===== config.mk =====
export PLATFORM = sky130hd
export DESIGN_NAME = appliance_status_reader
export DESIGN_NICKNAME = d
export VERILOG_FILES = /design/src/rtl/appliance_status_reader.sv
export SDC_FILE = /design/constraint.sdc
export NUM_CORES = 1
export LEC_CHECK = 0
export CAP_MARGIN = 20
export CORE_MARGIN = 2
export CORE_UTILIZATION = 42
export DETAILED_ROUTE_END_ITERATION = 8
export GPL_TIMING_DRIVEN = 0
export HOLD_SLACK_MARGIN = 0.03
export PLACE_DENSITY_LB_ADDON = 0.3
export SYNTH_ARGS = -nofsm -noshare
export SYNTH_HDL_FRONTEND = slang
export SYNTH_SLANG_ARGS = --single-unit

===== constraint.sdc =====
create_clock -name clk -period 6.8 [get_ports clk]
set_input_delay 1.02 -clock clk [delete_from_list [all_inputs] [get_ports clk]]
set_output_delay 1.02 -clock clk [all_outputs]
set_load 0.05 [all_outputs]

===== src/rtl/appliance_status_reader.sv =====
// Snapshots one field of one appliance instance and sends it as a 17-bit serial frame.
// Optional self-scanning of all 24 fields is enabled by defining STATUS_AUTOSCAN_EN.
module appliance_status_reader #(
    parameter int CLKS_PER_BIT = 4
) (
    input  logic        clk,
    input  logic        rst_n,
    input  logic        rd_req,
    input  logic [1:0]  dev_sel,
    input  logic        dev_num,
    input  logic [1:0]  field_sel,
    input  logic        auto_scan,
    input  logic [26:0] fridge1_st,
    input  logic [26:0] fridge2_st,
    input  logic [19:0] ac1_st,
    input  logic [19:0] ac2_st,
    input  logic [19:0] wm1_st,
    input  logic [19:0] wm2_st,
    output logic        tx_out,
    output logic        busy,
    output logic        done,
    output logic        err
);

    localparam int CNT_W = (CLKS_PER_BIT > 1) ? $clog2(CLKS_PER_BIT) : 1;
    localparam logic [CNT_W-1:0] CNT_MAX = CNT_W'(CLKS_PER_BIT - 1);
    localparam logic [4:0] LAST_BIT = 5'd16;

    typedef enum logic {
        ST_IDLE = 1'b0,
        ST_TX   = 1'b1
    } state_t;

    state_t           state_q, state_d;
    logic [16:0]      frame_q, frame_d;
    logic [4:0]       bit_cnt_q, bit_cnt_d;
    logic [CNT_W-1:0] clk_cnt_q, clk_cnt_d;
    logic             done_q, done_d;
    logic             err_q, err_d;

    logic             req_valid;
    logic [1:0]       req_dev;
    logic             req_num;
    logic [1:0]       req_field;
    logic             accept;
    logic             reject;
    logic             tx_last;

    assign accept  = (state_q == ST_IDLE) && req_valid && (req_dev != 2'd3);
    assign reject  = (state_q == ST_IDLE) && req_valid && (req_dev == 2'd3);
    assign tx_last = (bit_cnt_q == LAST_BIT) && (clk_cnt_q == CNT_MAX);

`ifdef STATUS_AUTOSCAN_EN
    logic [1:0] scan_dev_q, scan_dev_d;
    logic       scan_num_q, scan_num_d;
    logic [1:0] scan_field_q, scan_field_d;

    // While scanning, the scan position replaces the host request entirely.
    always_comb begin
        req_valid = auto_scan ? 1'b1 : rd_req;
        req_dev   = auto_scan ? scan_dev_q : dev_sel;
        req_num   = auto_scan ? scan_num_q : dev_num;
        req_field = auto_scan ? scan_field_q : field_sel;
    end

    always_comb begin
        scan_dev_d   = scan_dev_q;
        scan_num_d   = scan_num_q;
        scan_field_d = scan_field_q;
        if (accept && auto_scan) begin
            scan_field_d = scan_field_q + 2'd1;
            if (scan_field_q == 2'd3) begin
                scan_num_d = ~scan_num_q;
                if (scan_num_q) begin
                    scan_dev_d = (scan_dev_q == 2'd2) ? 2'd0 : scan_dev_q + 2'd1;
                end
            end
        end
    end

    always_ff @(posedge clk or negedge rst_n) begin
        if (!rst_n) begin
            scan_dev_q   <= 2'd0;
            scan_num_q   <= 1'b0;
            scan_field_q <= 2'd0;
        end else begin
            scan_dev_q   <= scan_dev_d;
            scan_num_q   <= scan_num_d;
            scan_field_q <= scan_field_d;
        end
    end
`else
    logic unused_auto_scan;
    assign unused_auto_scan = auto_scan;

    always_comb begin
        req_valid = rd_req;
        req_dev   = dev_sel;
        req_num   = dev_num;
        req_field = field_sel;
    end
`endif

    logic [26:0] fridge_st;
    logic [19:0] five_st;
    logic [7:0]  sel_data;
    logic        sel_flag;
    logic [12:0] payload;

    // AC and washing machine share the four-by-five-bit layout, so one mux serves both.
    always_comb begin
        fridge_st = req_num ? fridge2_st : fridge1_st;
        case (req_dev)
            2'd1:    five_st = req_num ? ac2_st : ac1_st;
            2'd2:    five_st = req_num ? wm2_st : wm1_st;
            default: five_st = 20'd0;
        endcase
        sel_data = 8'd0;
        sel_flag = 1'b0;
        if (req_dev == 2'd0) begin
            sel_flag = fridge_st[26];
            case (req_field)
                2'd0:    sel_data = {3'b000, fridge_st[4:0]};
                2'd1:    sel_data = {3'b000, fridge_st[9:5]};
                2'd2:    sel_data = fridge_st[17:10];
                default: sel_data = fridge_st[25:18];
            endcase
        end else begin
            case (req_field)
                2'd0:    sel_data = {3'b000, five_st[4:0]};
                2'd1:    sel_data = {3'b000, five_st[9:5]};
                2'd2:    sel_data = {3'b000, five_st[14:10]};
                default: sel_data = {3'b000, five_st[19:15]};
            endcase
        end
    end

    assign payload = {sel_data, req_field, req_dev, req_num};

    always_ff @(posedge clk or negedge rst_n) begin
        if (!rst_n) begin
            state_q <= ST_IDLE;
        end else begin
            state_q <= state_d;
        end
    end

    always_comb begin
        state_d = state_q;
        case (state_q)
            ST_IDLE: if (accept)  state_d = ST_TX;
            ST_TX:   if (tx_last) state_d = ST_IDLE;
            default:              state_d = ST_IDLE;
        endcase
    end

    always_comb begin
        busy   = (state_q == ST_TX);
        tx_out = (state_q == ST_TX) ? frame_q[bit_cnt_q] : 1'b1;
        done   = done_q;
        err    = err_q;
    end

    // Frame bit i is transmitted i-th; index 0 is the start bit, 16 the stop bit.
    always_comb begin
        frame_d   = frame_q;
        bit_cnt_d = 5'd0;
        clk_cnt_d = '0;
        done_d    = (state_q == ST_TX) && tx_last;
        err_d     = reject;
        if (state_q == ST_IDLE) begin
            if (accept) begin
                frame_d = {1'b1, sel_flag, ^payload, payload, 1'b0};
            end
        end else if (clk_cnt_q == CNT_MAX) begin
            bit_cnt_d = tx_last ? 5'd0 : bit_cnt_q + 5'd1;
        end else begin
            bit_cnt_d = bit_cnt_q;
            clk_cnt_d = clk_cnt_q + 1'b1;
        end
    end

    always_ff @(posedge clk or negedge rst_n) begin
        if (!rst_n) begin
            frame_q   <= 17'h1ffff;
            bit_cnt_q <= 5'd0;
            clk_cnt_q <= '0;
            done_q    <= 1'b0;
            err_q     <= 1'b0;
        end else begin
            frame_q   <= frame_d;
            bit_cnt_q <= bit_cnt_d;
            clk_cnt_q <= clk_cnt_d;
            done_q    <= done_d;
            err_q     <= err_d;
        end
    end

endmodule


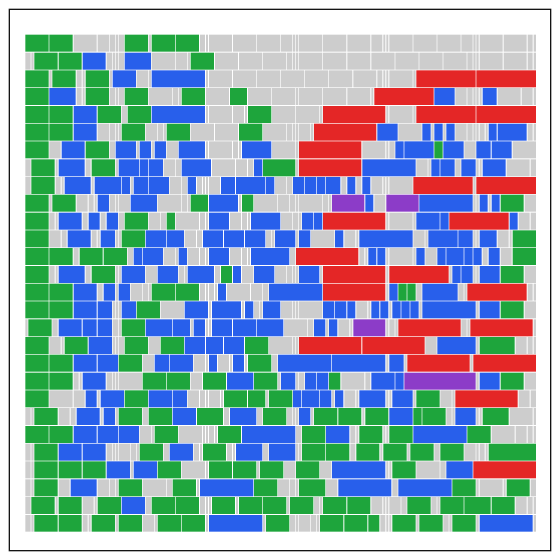
(placement by cell class)
Fill, decap, tap and diode cells in grey.
| class | colour | cells |
|---|---|---|
| other buffers and delay cells | green | 162 |
| flip-flops | red | 26 |
| all other logic | blue | 203 |
| clock drivers and dummy loads | purple | 4 |

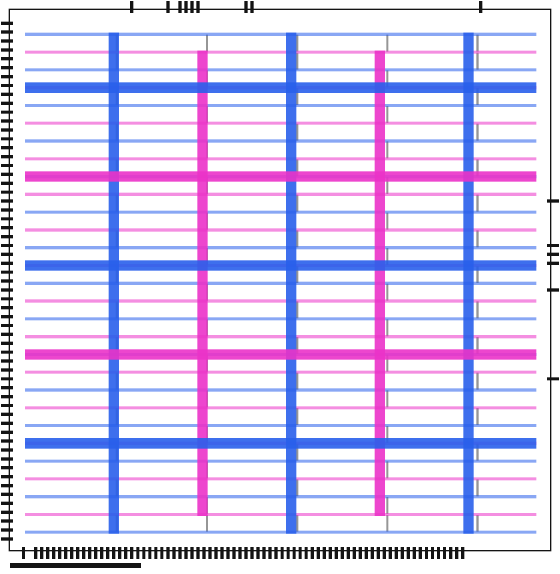
(power grid)
Bar = 20 um. Pins as bars on the die edge. Tap cells in grey.
| net | colour |
|---|---|
| VSS | blue |
| VDD | magenta |
rows: 28
met5 straps: 5

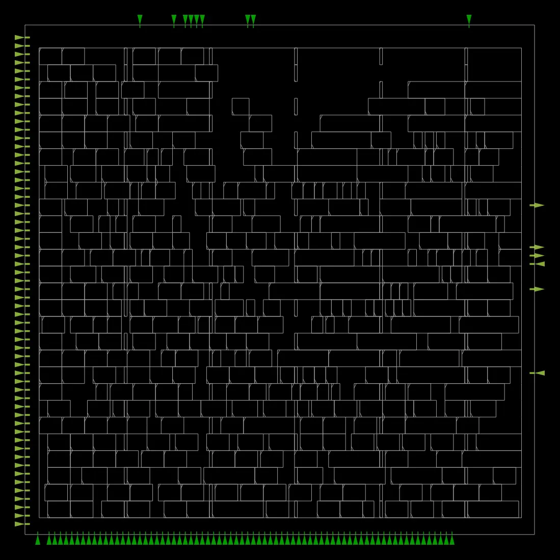
(placement view)
Core Region: 0.00596 mm2
Seq/total area: 15.9%

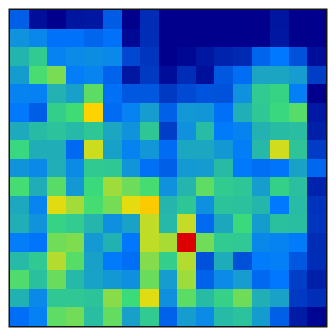
(wiring heat map)
The die is cut into 17 by 17 equal tiles; dark blue is low, red is high, scaled to the fullest tile. Values are wire area over tile area, all layers added.
emptiest ninth of the die: north
tiles over half the peak: 15%
fullest tile: 0.61
nearly empty tiles: 8.0%

==> Changelog: implementation <==
### Metrics

- Max Fanout on Critical Path: 7
- Yosys stat chip area: 0.00259 mm2
- Xor/xnor share: 6.17%
- Fin cells: roughly 470
- Hold Worst Slack: around 0.43 ns
- Commonest flop: dfstp_2
- ANT nets after route: 0
- Via count: 2,564
- WL/cell: ~18 um
- Chip Width: 82.6 um
- Drt initial violations: 96
- Final setup TNS: 0 ns
- FP Rows: 28
- Placer Congestion: between 0.8 and 0.9
- Final core occ: 70.6%
- Setup Viol. Count Final: 0
- # clk buffers: 3
- Avg Vias per Cell: 5.46
- Critical path endpoint category: primary output
- Status: finished clean
- Number of diodes: 0
- Yosys aoi share: 12.2%
- GRT Total Usage: 25.3%
- Leading area contributor after synthesis: dfstp_2
- Fin. Hold Viols: 0
- Register share after synthesis: 25.8%
- Synth Instances: 247
- Share of the synthesized area in the top cell type: 16.2%
- Post-CTS Resized: 0
- Clk cell area share: between 1.5 and 2%
- Top logic family: multiplexers
- Global-route wire length before repair: between 10,000 and 15,000 um
- Biggest area cells: dfstp_2 (16%), mux4_2 (14%), mux2i_1 (12%)
- Relative slew slack: 57.6%
- Tmin final: 4.03 ns
- N_taps: around 75
- Power per cell area: 117 mW/mm2
- Vias in the first global route: 2,752
- H-Tree Depth: 1
- Synth warn: 0
- Die Ht: between 80 and 90 um
- Non-clk bufs: ~160
- DP HPWL: 7180 um
- Synth Net Count: 397
- Layout cells sized above 1: 18.2%
- Seq cells post-synth: 26
- Synth cell types: 47
-- path summary, 6_finish.rpt --
path / start / depth (start not counted) / endpoint
min reg2reg: clk_cnt_q[0]$_DFF_PN0_ / 1 / clk_cnt_q[0]$_DFF_PN0_
max: bit_cnt_q[0]$_DFFE_PN0P_ / 6 / tx_out
min in group asynchronous: rst_n / 1 / bit_cnt_q[1]$_DFFE_PN0P_
max reg2reg: bit_cnt_q[0]$_DFFE_PN0P_ / 7 / busy$_DFF_PN0_
min: clk_cnt_q[0]$_DFF_PN0_ / 1 / clk_cnt_q[0]$_DFF_PN0_
max in group asynchronous: rst_n / 2 / frame_q[2]$_DFFE_PN1P_
-- stage by stage --
stage | instance area (um2) | worst slack, ns
finish | 4210 | 2.77
global route | 4210 | 2.64
CTS | 4190 | 2.74
detailed placement | 4120 | 2.72
global placement | 4120 | 2.72
floorplan | 2590 | 3.58
-- registers in the layout (all words and copies together), names as in the netlist --
register / flops
bit_cnt_q: 5
done: 1
clk_cnt_q: 2
frame_q: 16
busy: 1
err: 1
-- layer usage --
metal / share of wire (%) / routed length, um / GRT usage, %
met2: 54 / 4420 / 48.5
met1: 38 / 3110 / 27.7
met4: 2.4 / 199 / 8.03
met5: 0 / 0 / 0
met3: 6.2 / 513 / 5.11
-- report_power, final --
| group | internal [mW] | total (mW) | switching (mW) |
|---|---|---|---|
| combinational | 0.136 | 0.204 | 0.0682 |
| clock | 0.0787 | 0.126 | 0.0471 |
| sequential | 0.161 | 0.163 | 0.00221 |
| total | 0.376 | 0.493 | 0.117 |
-- critical path, stage by stage, from the launching register on --
cell,delay (ns)
dfrtp_1,0.37
clkbuf_1,0.41
mux4_2,0.58
mux4_2,0.48
mux2i_1,0.14
nand2_1,0.07
clkdlybuf4s50_1,0.70
-- Yosys cell counts (4+ instances only) --
cell type	number
o21ai_0	17
dfrtp_1	10
a221oi_1	5
a22o_1	4
mux4_2	16
mux2i_1	31
o22ai_1	5
clkbuf_1	5
inv_1	6
buf_6	4
nor2_1	14
dfstp_2	16
ha_1	7
xnor2_1	9
nand2_1	25
buf_2	4
mux2_2	16
-- cell usage in the layout (no fill, tap or decap), types with 2 or more instances in the layout --
master / Yosys / layout
dfrtp_1: 10 / 10
xor2_1: 3 / 3
buf_6: 4 / 4
xnor2_1: 9 / 9
mux2i_1: 31 / 31
clkbuf_1: 5 / 5
nor3_1: 3 / 3
o22ai_1: 5 / 5
clkdlybuf4s50_1: 0 / 143
buf_4: 3 / 3
nand2b_1: 2 / 2
dfstp_2: 16 / 16
nor3b_1: 2 / 2
nand4_1: 3 / 3
nand2_1: 25 / 25
nand3b_1: 2 / 2
inv_1: 6 / 6
xnor2_2: 2 / 2
mux2_1: 2 / 2
nand3_1: 3 / 3
and3_1: 2 / 2
o22a_1: 3 / 3
a221oi_1: 5 / 5
o21ai_0: 17 / 17
mux4_2: 16 / 16
clkbuf_8: 1 / 4
or3b_1: 2 / 2
a22oi_2: 2 / 2
buf_2: 4 / 4
nor2_1: 14 / 14
mux2_2: 16 / 16
a22o_1: 4 / 4
and2_1: 2 / 2
ha_1: 7 / 7
or3_1: 2 / 2
a22oi_1: 2 / 2
No activity file was given, so power comes from the tool's default toggle rates.
